## config.mk

```make
export PLATFORM = sky130hd
export DESIGN_NAME = serial_subtractor_ctrl
export DESIGN_NICKNAME = d
export VERILOG_FILES = /design/src/rtl/serial_subtractor_ctrl.sv
export SDC_FILE = /design/constraint.sdc
export NUM_CORES = 1
export LEC_CHECK = 0
export ABC_CLOCK_PERIOD_IN_PS = 1240
export CORE_MARGIN = 1.5
export CORE_UTILIZATION = 46
export CTS_CLUSTER_SIZE = 28
export DETAILED_ROUTE_END_ITERATION = 8
export PLACE_DENSITY = 0.74
export SKIP_CTS_REPAIR_TIMING = 1
export SLEW_MARGIN = 20
export SYNTH_ARGS = -nofsm -noshare
export SYNTH_HDL_FRONTEND = slang
export SYNTH_SLANG_ARGS = --single-unit
```

## constraint.sdc

```tcl
create_clock -name clk -period 1.24 [get_ports clk]
set_input_delay 0.124 -clock clk [delete_from_list [all_inputs] [get_ports clk]]
set_output_delay 0.124 -clock clk [all_outputs]
set_load 0.01 [all_outputs]
```

## src/rtl/serial_subtractor_ctrl.sv

```systemverilog
// Bit-serial N-bit subtractor: a single full-subtract cell is stepped over
// WIDTH cycles, LSB first. The controller captures the operands, carries the
// borrow from one bit to the next, assembles the result and raises a one-cycle
// done pulse when the result is published.

// One-bit half subtractor: x - y.
module half_substractor (
    input  logic x,
    input  logic y,
    output logic d,
    output logic b
);
    assign d = x ^ y;
    assign b = ~x & y;
endmodule

module serial_subtractor_ctrl #(
    parameter int WIDTH = 8
) (
    input  logic             clk,
    input  logic             rst_n,
    input  logic             start,
    input  logic [WIDTH-1:0] a,
    input  logic [WIDTH-1:0] b,
    output logic             busy,
    output logic             done,
    output logic [WIDTH-1:0] diff,
    output logic             borrow_out
);
    // One extra bit so the counter can reach WIDTH without wrapping.
    localparam int CNT_W = $clog2(WIDTH) + 1;
    localparam logic [CNT_W-1:0] LAST_BIT = CNT_W'(WIDTH - 1);

    localparam logic [1:0] S_IDLE = 2'd0;
    localparam logic [1:0] S_RUN  = 2'd1;
    localparam logic [1:0] S_DONE = 2'd2;

    logic [1:0]       state_q, state_d;
    logic [WIDTH-1:0] a_sh_q, a_sh_d;
    logic [WIDTH-1:0] b_sh_q, b_sh_d;
    logic [WIDTH-1:0] res_sh_q, res_sh_d;
    logic             brw_q, brw_d;
    logic [CNT_W-1:0] cnt_q, cnt_d;
    logic [WIDTH-1:0] diff_q, diff_d;
    logic             borrow_out_q, borrow_out_d;

    logic             hs0_d, hs0_b, hs1_b;
    logic             cell_d, cell_bout;
    logic [WIDTH-1:0] res_shift;

    // Full subtractor: (a - b) first, then subtract the incoming borrow.
    half_substractor u_hs0 (
        .x (a_sh_q[0]),
        .y (b_sh_q[0]),
        .d (hs0_d),
        .b (hs0_b)
    );

    half_substractor u_hs1 (
        .x (hs0_d),
        .y (brw_q),
        .d (cell_d),
        .b (hs1_b)
    );

    assign cell_bout = hs0_b | hs1_b;

    // Result register with the new diff bit entering at the MSB side; after
    // WIDTH shifts the first (LSB) bit has reached position 0.
    always_comb begin
        res_shift            = res_sh_q >> 1;
        res_shift[WIDTH-1]   = cell_d;
    end

    // Next-state and datapath sequencing.
    always_comb begin
        state_d      = state_q;
        a_sh_d       = a_sh_q;
        b_sh_d       = b_sh_q;
        res_sh_d     = res_sh_q;
        brw_d        = brw_q;
        cnt_d        = cnt_q;
        diff_d       = diff_q;
        borrow_out_d = borrow_out_q;
        case (state_q)
            S_IDLE: begin
                if (start) begin
                    state_d  = S_RUN;
                    a_sh_d   = a;
                    b_sh_d   = b;
                    brw_d    = 1'b0;
                    cnt_d    = '0;
                    res_sh_d = '0;
                end
            end
            S_RUN: begin
                res_sh_d = res_shift;
                brw_d    = cell_bout;
                a_sh_d   = a_sh_q >> 1;
                b_sh_d   = b_sh_q >> 1;
                cnt_d    = cnt_q + CNT_W'(1);
                if (cnt_q == LAST_BIT) begin
                    // Publish only the finished word; partial shifts stay internal.
                    state_d      = S_DONE;
                    diff_d       = res_shift;
                    borrow_out_d = cell_bout;
                end
            end
            S_DONE: begin
                state_d = S_IDLE;
            end
            default: begin
                state_d = S_IDLE;
            end
        endcase
    end

    // State and data registers with synchronous active-low reset.
    always_ff @(posedge clk) begin
        if (!rst_n) begin
            state_q      <= S_IDLE;
            a_sh_q       <= '0;
            b_sh_q       <= '0;
            res_sh_q     <= '0;
            brw_q        <= 1'b0;
            cnt_q        <= '0;
            diff_q       <= '0;
            borrow_out_q <= 1'b0;
        end else begin
            state_q      <= state_d;
            a_sh_q       <= a_sh_d;
            b_sh_q       <= b_sh_d;
            res_sh_q     <= res_sh_d;
            brw_q        <= brw_d;
            cnt_q        <= cnt_d;
            diff_q       <= diff_d;
            borrow_out_q <= borrow_out_d;
        end
    end

    assign busy       = (state_q != S_IDLE);
    assign done       = (state_q == S_DONE);
    assign diff       = diff_q;
    assign borrow_out = borrow_out_q;

endmodule

```

Run 1, sequential cells coloured by netlist name:
(6 px per um) Other sequential cells in the stronger grey, the rest of the logic in the fainter grey.
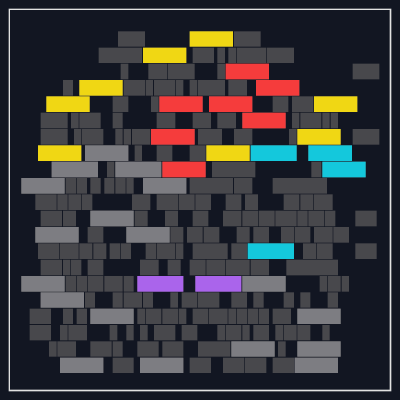
Purple marks `state_q`, flops 2. Cyan marks `cnt_q`, flops 4, where right middle. Yellow marks `diff`, flops 8. Red marks `res_sh_q`, flops 7, where top middle.
Another 18 sequential cells are not coloured.

Run 1, met3 routing:
(8 px per um)
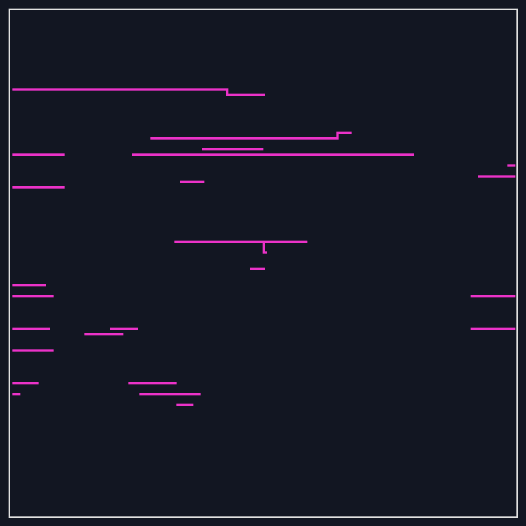
The layer carries 195 um of wire. The layer holds 5.1% of the routed length. The longest straight run is 35.0 um.

Run 1, clock nets:
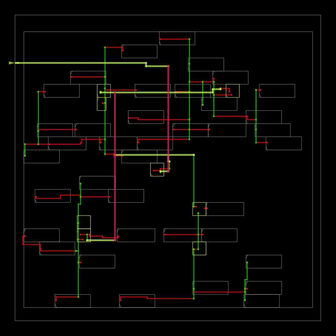
total CTS buffers: 5
skew final: 0.01579 ns
clock sinks: 39
Late-Pin Clk Latency: 0.37 ns

==> qor.yml, run 1 <==
die:
  die_w_um: 63.31
  num_io_pins: 30
  core-area_sq_um: 3416
  rows: 21
  taps: 46
  fp_util_pct: 48.97
  die_area_sq_um: 4008
pwr:
  pg_comb_uw: 335
  power_density_nw_per_um2: 1046
  powerSeq_mw: 1.34
  internal_power_mw: 1.706
  p_clk_uw: 664
  switching_share_pct: 27.15
  p_comb_share_pct: 14.3
  pwr-share-clk_pct: 28.4
  irDropWorstVdd_mv: 0.8603
  power_frac_seq_pct: 57.3
  leakage_nw: 1.052
  power.switching_uw: 635.8
  power.total_mw: 2.341
finish:
  layout_top_cell: "dfxtp_1"
  drive_gt1_share_pct: 22.32
  nFillCells: 301
  finalCoreUtilization_pct: 65.53
  final_cell_area_sq_um: 2238
  clockBufferCount: 5
  signal_buffers: 50
  largest_class: "combinational gates"
  nNetsFinal: 244
  final_layout_top_logic_cells: "dfxtp_1, nand2_1, buf_4, clkdlybuf4s50_1"
  stdcell_count: 270
  sh_comb_area_pct: 36.89
  flop_area_sq_um: 788.3
  inv_count: 7
  buffer_area_share_pct: 21.41
  layout-area-overhead-vs-synth_pct: 33.81
  logic_area_sq_um: 825.8
  seq_cell_count: 39
  clk_share_pct: 2.571
  seq-cell-share_pct: 35.22
  antenna_cells: 0
  logic_gates: 120
global_route:
  overflow: 0
  grt_pass1_wl_um: 6210
  grt.total_usage_pct: 20.14
  use_met3_pct: 8.214
  grt_use_met1_pct: 22.70
  grt_pass1_vias: 1392
  grt_max_degree: 20
  antenna_found_initial: 0
  use_met2_pct: 34.31
drt:
  first_pass_iters: 5
  met1Wirelength_um: 1640
  vias: 1450
  antenna_left: 0
  routed_via_density: 5.370
  wirelength_um: 3823
  remaining_drc_errors: 0
  drtIter0Drc: 91
  wire_per_inst_um: 14.16
  met3_length_um: 194
  wl_met2_um: 1935
clock_tree:
  cts.clk_slew.worst_paths_ns: 0.13
  cts_tree: "built"
  cts-htree-levels: 2
  cts-root-buf: "clkbuf_4"
  cts.path.max_buffers: 2
setup_path:
  path_cells: "ha_4 > nand4b_4 > buf_4 > o311a_1"
  slowest_delay_ns: 0.37
  slowest_stage: "dfxtp_2"
  worstPathMaxFanout: 4
  worst_ep_required_time_ns: 1.50
  r2r_end: "borrow_out$_SDFFE_PN0P_"
  worstPathArrival_ns: 1.55
  reg2reg_depth: 4
  crit_family: "flip-flops"
  r2r_setup_slack_ns: -0.05
  critPathCapture: "borrow_out$_SDFFE_PN0P_"
  critical_path_class: "flip-flop to flip-flop"
  path_buffers: 1
  crit_cells: 4
  r2r-start: "cnt_q[0]$_SDFFE_PN0P_"
  end_kind: "flip-flop"
  worstSetupStartpointType: "flip-flop"
yosys:
  synthArstFlopShare_pct: 0
  ys_cells: 179
  seq_area_frac_synth_pct: 46.67
  synthCells: 179
  top_cell_area_share_pct: 46.67
  yosys-stat-area_sq_um: 1673
  ys.flops: 39
  netlist_area_sq_um: 1673
  edf_count: 0
  yosys.cell_types.count: 34
  synth.yosys.warnings: 0
  syn-num-nets: 200
  largest_area_cell: "dfxtp_1"
  synth.avg_cell_area_sq_um: 9.346
  flop_cell: "dfxtp_1"
  synthTopCellsByArea: "dfxtp_1, a22o_1, mux2i_1, nand2_1, a21oi_1"
hold_path:
  hold_class: "input pin to flip-flop"
  holdPathEnd: "a_sh_q[5]$_SDFFE_PN0P_"
  whs_path_depth: 3
  worstHoldStart: "a[5]"
sta:
  hold_viol: 0
  slew_violations: 0
  finalClockPeriodUsage_pct: 103.8
  setup_tns_ns: -0.05739
  grt_setup_unrepaired: "true"
  period_minus_slack_ns: 1.287
  timing.final.ws_setup_ns: -0.04723
  setup_viol: 2
  fmax_ghz: 0.7769
  hold_slack_ns: 0.3372
  tightest_slew_ns: 0.3850
  max-slew-margin-rel_pct: 74.21
outcome:
  outcome: "finished, violations left"
  violations: "setup timing"
flow_run:
  tool_warnings: 27
  drv_cap: 0
placement:
  port-buffer-count: 29
  place_ws_ns: -0.3765
  dp_hpwl_um: 2578
  placed_cells: 259
  place_congestion: 0.7863
  place_area_sq_um: 2096
-- run 1: kinds of logic (layout without fill, tap and decap cells) --
| family | after synthesis | after routing | share of synthesized area, % |
|---|---|---|---|
| muxes | 9 | 9 | 5.385 |
| buffers and inverters | 21 | 65 | 6.357 |
| AOI/OAI and AO/OA | 59 | 59 | 24.09 |
| adders and majority gates | 2 | 2 | 1.945 |
| DFF | 39 | 39 | 46.67 |
| and+or+nand+nor | 49 | 50 | 15.56 |
-- run 1: synth_stat cells, drive strengths merged, types with 5 or more instances --
library cell and n:
a21oi 14, a22o 11, buf 9, clkbuf 5
dfxtp 39, inv 7, mux2i 9, nand2 20
nor2 12, o21ai 14, o22ai 5, o2bb2ai 8
Run 1, wire density map:
(6 px per um) The die is cut into 13 by 13 equal tiles; black is low, pale yellow is high, scaled to the fullest tile. Values are wire area over tile area, all layers added.
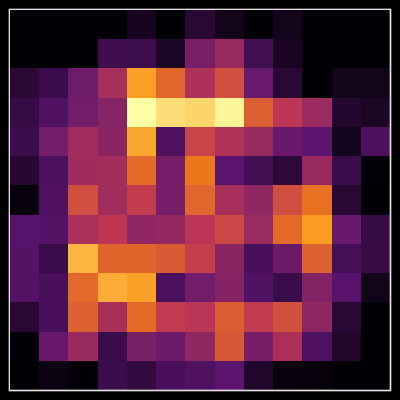

## Run 2: what changed since run 1
Settings changed: CTS_CLUSTER_DIAMETER from default to 50, RECOVER_POWER from default to 25.
Run 2, wire density map:
(6 px per um) The die is cut into 13 by 13 equal tiles; black is low, pale yellow is high, scaled to the fullest tile. Values are wire area over tile area, all layers added.
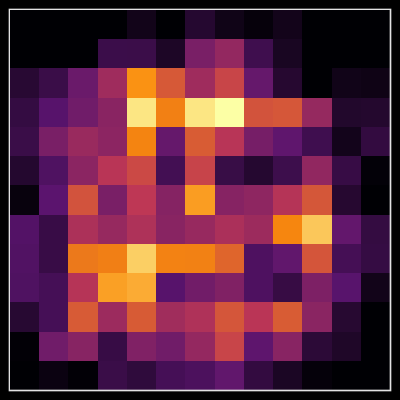
19% of the tiles are over half the peak. 15% of the tiles are nearly empty. The fullest tile reaches 0.52.

==> qor.yml, run 2 <==
drt:
  drtIter0Drc: 83
  antenna_left: 0
  first_pass_iters: 4
  wire_per_inst_um: 14.23
  vias: 1440
  remaining_drc_errors: 0
  routed_via_density: 5.333
  wirelength_um: 3843
pwr:
  powerSeq_mw: 1.34
  internal_power_mw: 1.706
  power.switching_uw: 636.3
  irDropWorstVdd_mv: 0.8642
  power.total_mw: 2.342
  leakage_nw: 1.052
  switching_share_pct: 27.17
  power_frac_seq_pct: 57.3
  p_comb_share_pct: 14.3
  pwr-share-clk_pct: 28.4
setup_path:
  path_cells: "ha_4 > nand4b_4 > buf_4 > o311a_1"
  worstPathMaxFanout: 4
  worstSetupStartpointType: "flip-flop"
  slowest_stage: "dfxtp_2"
  worst_ep_required_time_ns: 1.50
  r2r_setup_slack_ns: -0.04
  end_kind: "flip-flop"
  path_buffers: 1
  crit_family: "flip-flops"
  slowest_delay_ns: 0.37
  worstPathArrival_ns: 1.54
die:
  die_area_sq_um: 4008
  fp.dieH_um: 63.31
  fp_util_pct: 48.97
  core-area_sq_um: 3416
  taps: 46
  num_io_pins: 30
yosys:
  yosys.cell_types.count: 34
  synth.avg_cell_area_sq_um: 9.346
  largest_area_cell: "dfxtp_1"
  netlist_logic_family_top: "AND-OR/OR-AND gates"
  simple_gate_share_pct: 15.56
  synth-xor-area-share_pct: 0
  ys.flops: 39
  netlist_area_sq_um: 1673
  synthTopCellsByArea: "dfxtp_1, a22o_1, mux2i_1, nand2_1, a21oi_1"
  synthArstFlopShare_pct: 0
  edf_count: 0
  ys_sh_mux_pct: 5.385
  top_cell: "dfxtp_1"
  synth.yosys.warnings: 0
  seq_area_frac_synth_pct: 46.67
  yosys-stat-area_sq_um: 1673
  top_cell_area_share_pct: 46.67
  synthAdderAreaFrac_pct: 1.945
  synthAoiAreaFrac_pct: 24.08
  synthCells: 179
sta:
  finalClockSkew_ns: 0.01450
  max-slew-margin-rel_pct: 73.96
  slew_violations: 0
  timing.final.ws_setup_ns: -0.04042
  setup_viol: 2
  hold_viol: 0
  grt_setup_unrepaired: "true"
  fmax_ghz: 0.7810
  hold_slack_ns: 0.3376
  tightest_slew_ns: 0.3888
  finalClockPeriodUsage_pct: 103.3
  period_minus_slack_ns: 1.280
  setup_tns_ns: -0.04924
outcome:
  violations: "setup timing"
  outcome: "finished, violations left"
finish:
  seq-cell-share_pct: 35.22
  antenna_cells: 0
  final_cell_area_sq_um: 2238
  nNetsFinal: 244
  logic_gates: 120
  final_layout_top_logic_cells: "dfxtp_1, nand2_1, buf_4, clkdlybuf4s50_1"
  layout_top_cell: "dfxtp_1"
  inv_count: 7
  signal_buffers: 50
  largest_class: "combinational gates"
  layout-area-overhead-vs-synth_pct: 33.81
  finalCoreUtilization_pct: 65.53
  clockBufferCount: 5
  buffer_area_share_pct: 21.41
  clk_share_pct: 2.571
  seq_cell_count: 39
  stdcell_count: 270
  drive_gt1_share_pct: 22.32
  logic_area_sq_um: 825.8
  sh_comb_area_pct: 36.89
global_route:
  grt.total_usage_pct: 20.14
  grt_max_degree: 20
  grt_pass1_vias: 1392
  grt_pass1_wl_um: 6210
flow_run:
  drv_cap: 0
  tool_warnings: 27
placement:
  dp_hpwl_um: 2578
  place_area_sq_um: 2096
  place_ws_ns: -0.3765
  place_congestion: 0.7863
  port-buffer-count: 29
clock_tree:
  clk_latency_ns: 0.36
  cts_tree: "built"
  cts-htree-levels: 2
  numClockSinks: 39
  numCtsBuffers: 5
  cts-root-buf: "clkbuf_4"
hold_path:
  hold_class: "input pin to flip-flop"
[run 2: worst paths after layout]
kind,endpoint,cells past startpoint,start
worst max-delay path,borrow_out$_SDFFE_PN0P_,4,cnt_q[0]$_SDFFE_PN0P_
worst min-delay path,a_sh_q[5]$_SDFFE_PN0P_,3,a[5]
worst max register to register,borrow_out$_SDFFE_PN0P_,4,cnt_q[0]$_SDFFE_PN0P_
worst min register to register,diff[3]$_SDFFE_PN0P_,2,diff[3]$_SDFFE_PN0P_
[run 2: worst min-delay path, stage by stage]
cell and delay, ns:
clkdlybuf4s50_1 0.40, nand2_1 0.06, a31oi_1 0.07
[run 2: per-layer routing]
layer  global-route usage (%)  wire, um
met1                    22.70      1652
met4                    7.065        52
met3                    8.214       223
met5                        0         0
met2                    34.31      1915
Run 2, sizing map:
(8 px per um)
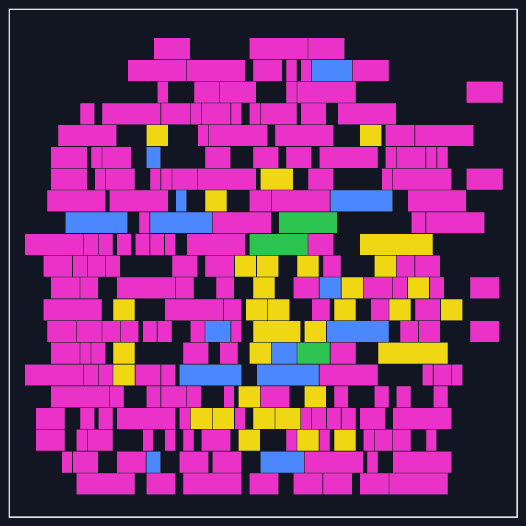

## Run 3: what changed since run 2
Settings changed: GPL_TIMING_DRIVEN from default to 0.
Run 3, sizing map:
(8 px per um)
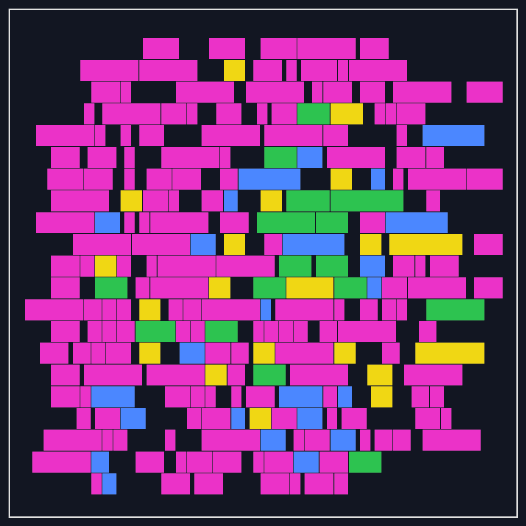
Magenta marks x1 and smaller, cells 170. Blue marks x2, cells 24. Green marks x6 and larger, cells 16. Yellow marks x3 and x4, cells 20.

==> qor.yml, run 3 <==
clock_tree:
  numClockSinks: 39
  cts_tree: "built"
  clk_latency_ns: 0.34
  numCtsBuffers: 5
  cts-htree-levels: 2
  cts-root-buf: "clkbuf_4"
setup_path:
  worst_ep_required_time_ns: 1.51
  slowest_stage: "dfxtp_2"
  worstPathMaxFanout: 7
  end_kind: "flip-flop"
  crit_family: "buffers and inverters"
  worstSetupStartpointType: "flip-flop"
  slowest_delay_ns: 0.34
  path_buffers: 4
  crit_cells: 7
  critical_path_class: "flip-flop to flip-flop"
global_route:
  overflow: 0
  top_usage_layer: "met2"
  use_met2_pct: 34.31
  grt_max_degree: 12
  grt_pass1_vias: 1442
finish:
  logic_gates: 120
  logic_area_sq_um: 858.3
  sh_comb_area_pct: 36.37
  antenna_cells: 0
  layout_top_cell: "dfxtp_1"
  flop_area_sq_um: 785.8
  seq-cell-share_pct: 33.30
  layout-area-overhead-vs-synth_pct: 41.06
  buffer_area_share_pct: 24.39
  drive_gt1_share_pct: 26.09
  inv_count: 7
outcome:
  violations: "setup timing"
  outcome: "finished, violations left"
drt:
  wire_per_inst_um: 15.39
  met1Wirelength_um: 1863
  met3_length_um: 206
  routed_via_density: 5.428
yosys:
  synthCells: 179
  yosys-stat-area_sq_um: 1673
  synth-xor-area-share_pct: 0
  synthTopCellsByArea: "dfxtp_1, a22o_1, mux2i_1, nand2_1, a21oi_1"
  synthAoiAreaFrac_pct: 24.08
  synth.avg_cell_area_sq_um: 9.346
  netlist_logic_family_top: "AND-OR/OR-AND gates"
  edf_count: 0
  netlist_area_sq_um: 1673
  synth.yosys.warnings: 0
  syn-num-nets: 200
  synthArstFlopShare_pct: 0
  synthTopCellsByCount: "dfxtp_1, nand2_1, a21oi_1, o21ai_0"
  simple_gate_share_pct: 15.56
sta:
  timing.final.ws_setup_ns: -0.1475
  hold_viol: 0
  grt_setup_unrepaired: "true"
  setup_viol: 37
  finalClockSkew_ns: 0.008366
  setup_tns_ns: -2.520
  finalClockPeriodUsage_pct: 111.9
placement:
  placed_cells: 254
  dp_hpwl_um: 2596
  port-buffer-count: 29
hold_path:
  holdPathEnd: "a_sh_q[5]$_SDFFE_PN0P_"
  hold_class: "input pin to flip-flop"
die:
  core-area_sq_um: 3416
  fp.dieH_um: 63.31
  die_area_sq_um: 4008
  fp_util_pct: 48.97
pwr:
  power_density_nw_per_um2: 1020
-- run 3: cell counts after synthesis --
Identical to the previous run, type by type.
-- run 3: tightest hold or removal path: stages --
cell and delay (ns):
clkdlybuf4s50_1 0.42, nand2_1 0.08, a31oi_1 0.07
-- run 3: report_power, final --
| group | switching (mW) | internal, mW | leakage, nW |
|---|---|---|---|
| combinational | 0.182 | 0.215 | 0.724 |
| clock | 0.400 | 0.263 | 0.0341 |
| sequential | 0.0388 | 1.31 | 0.320 |
| total | 0.621 | 1.79 | 1.08 |
-- run 3: kinds of logic (layout without fill, tap and decap cells) --
kind of cell / after synthesis / in the layout
buffers and inverters: 21 / 71
and+or+nand+nor: 49 / 50
muxes: 9 / 9
AOI/OAI and AO/OA: 59 / 59
adders and majority gates: 2 / 2
DFF: 39 / 39
Power and IR drop assume default switching activity.
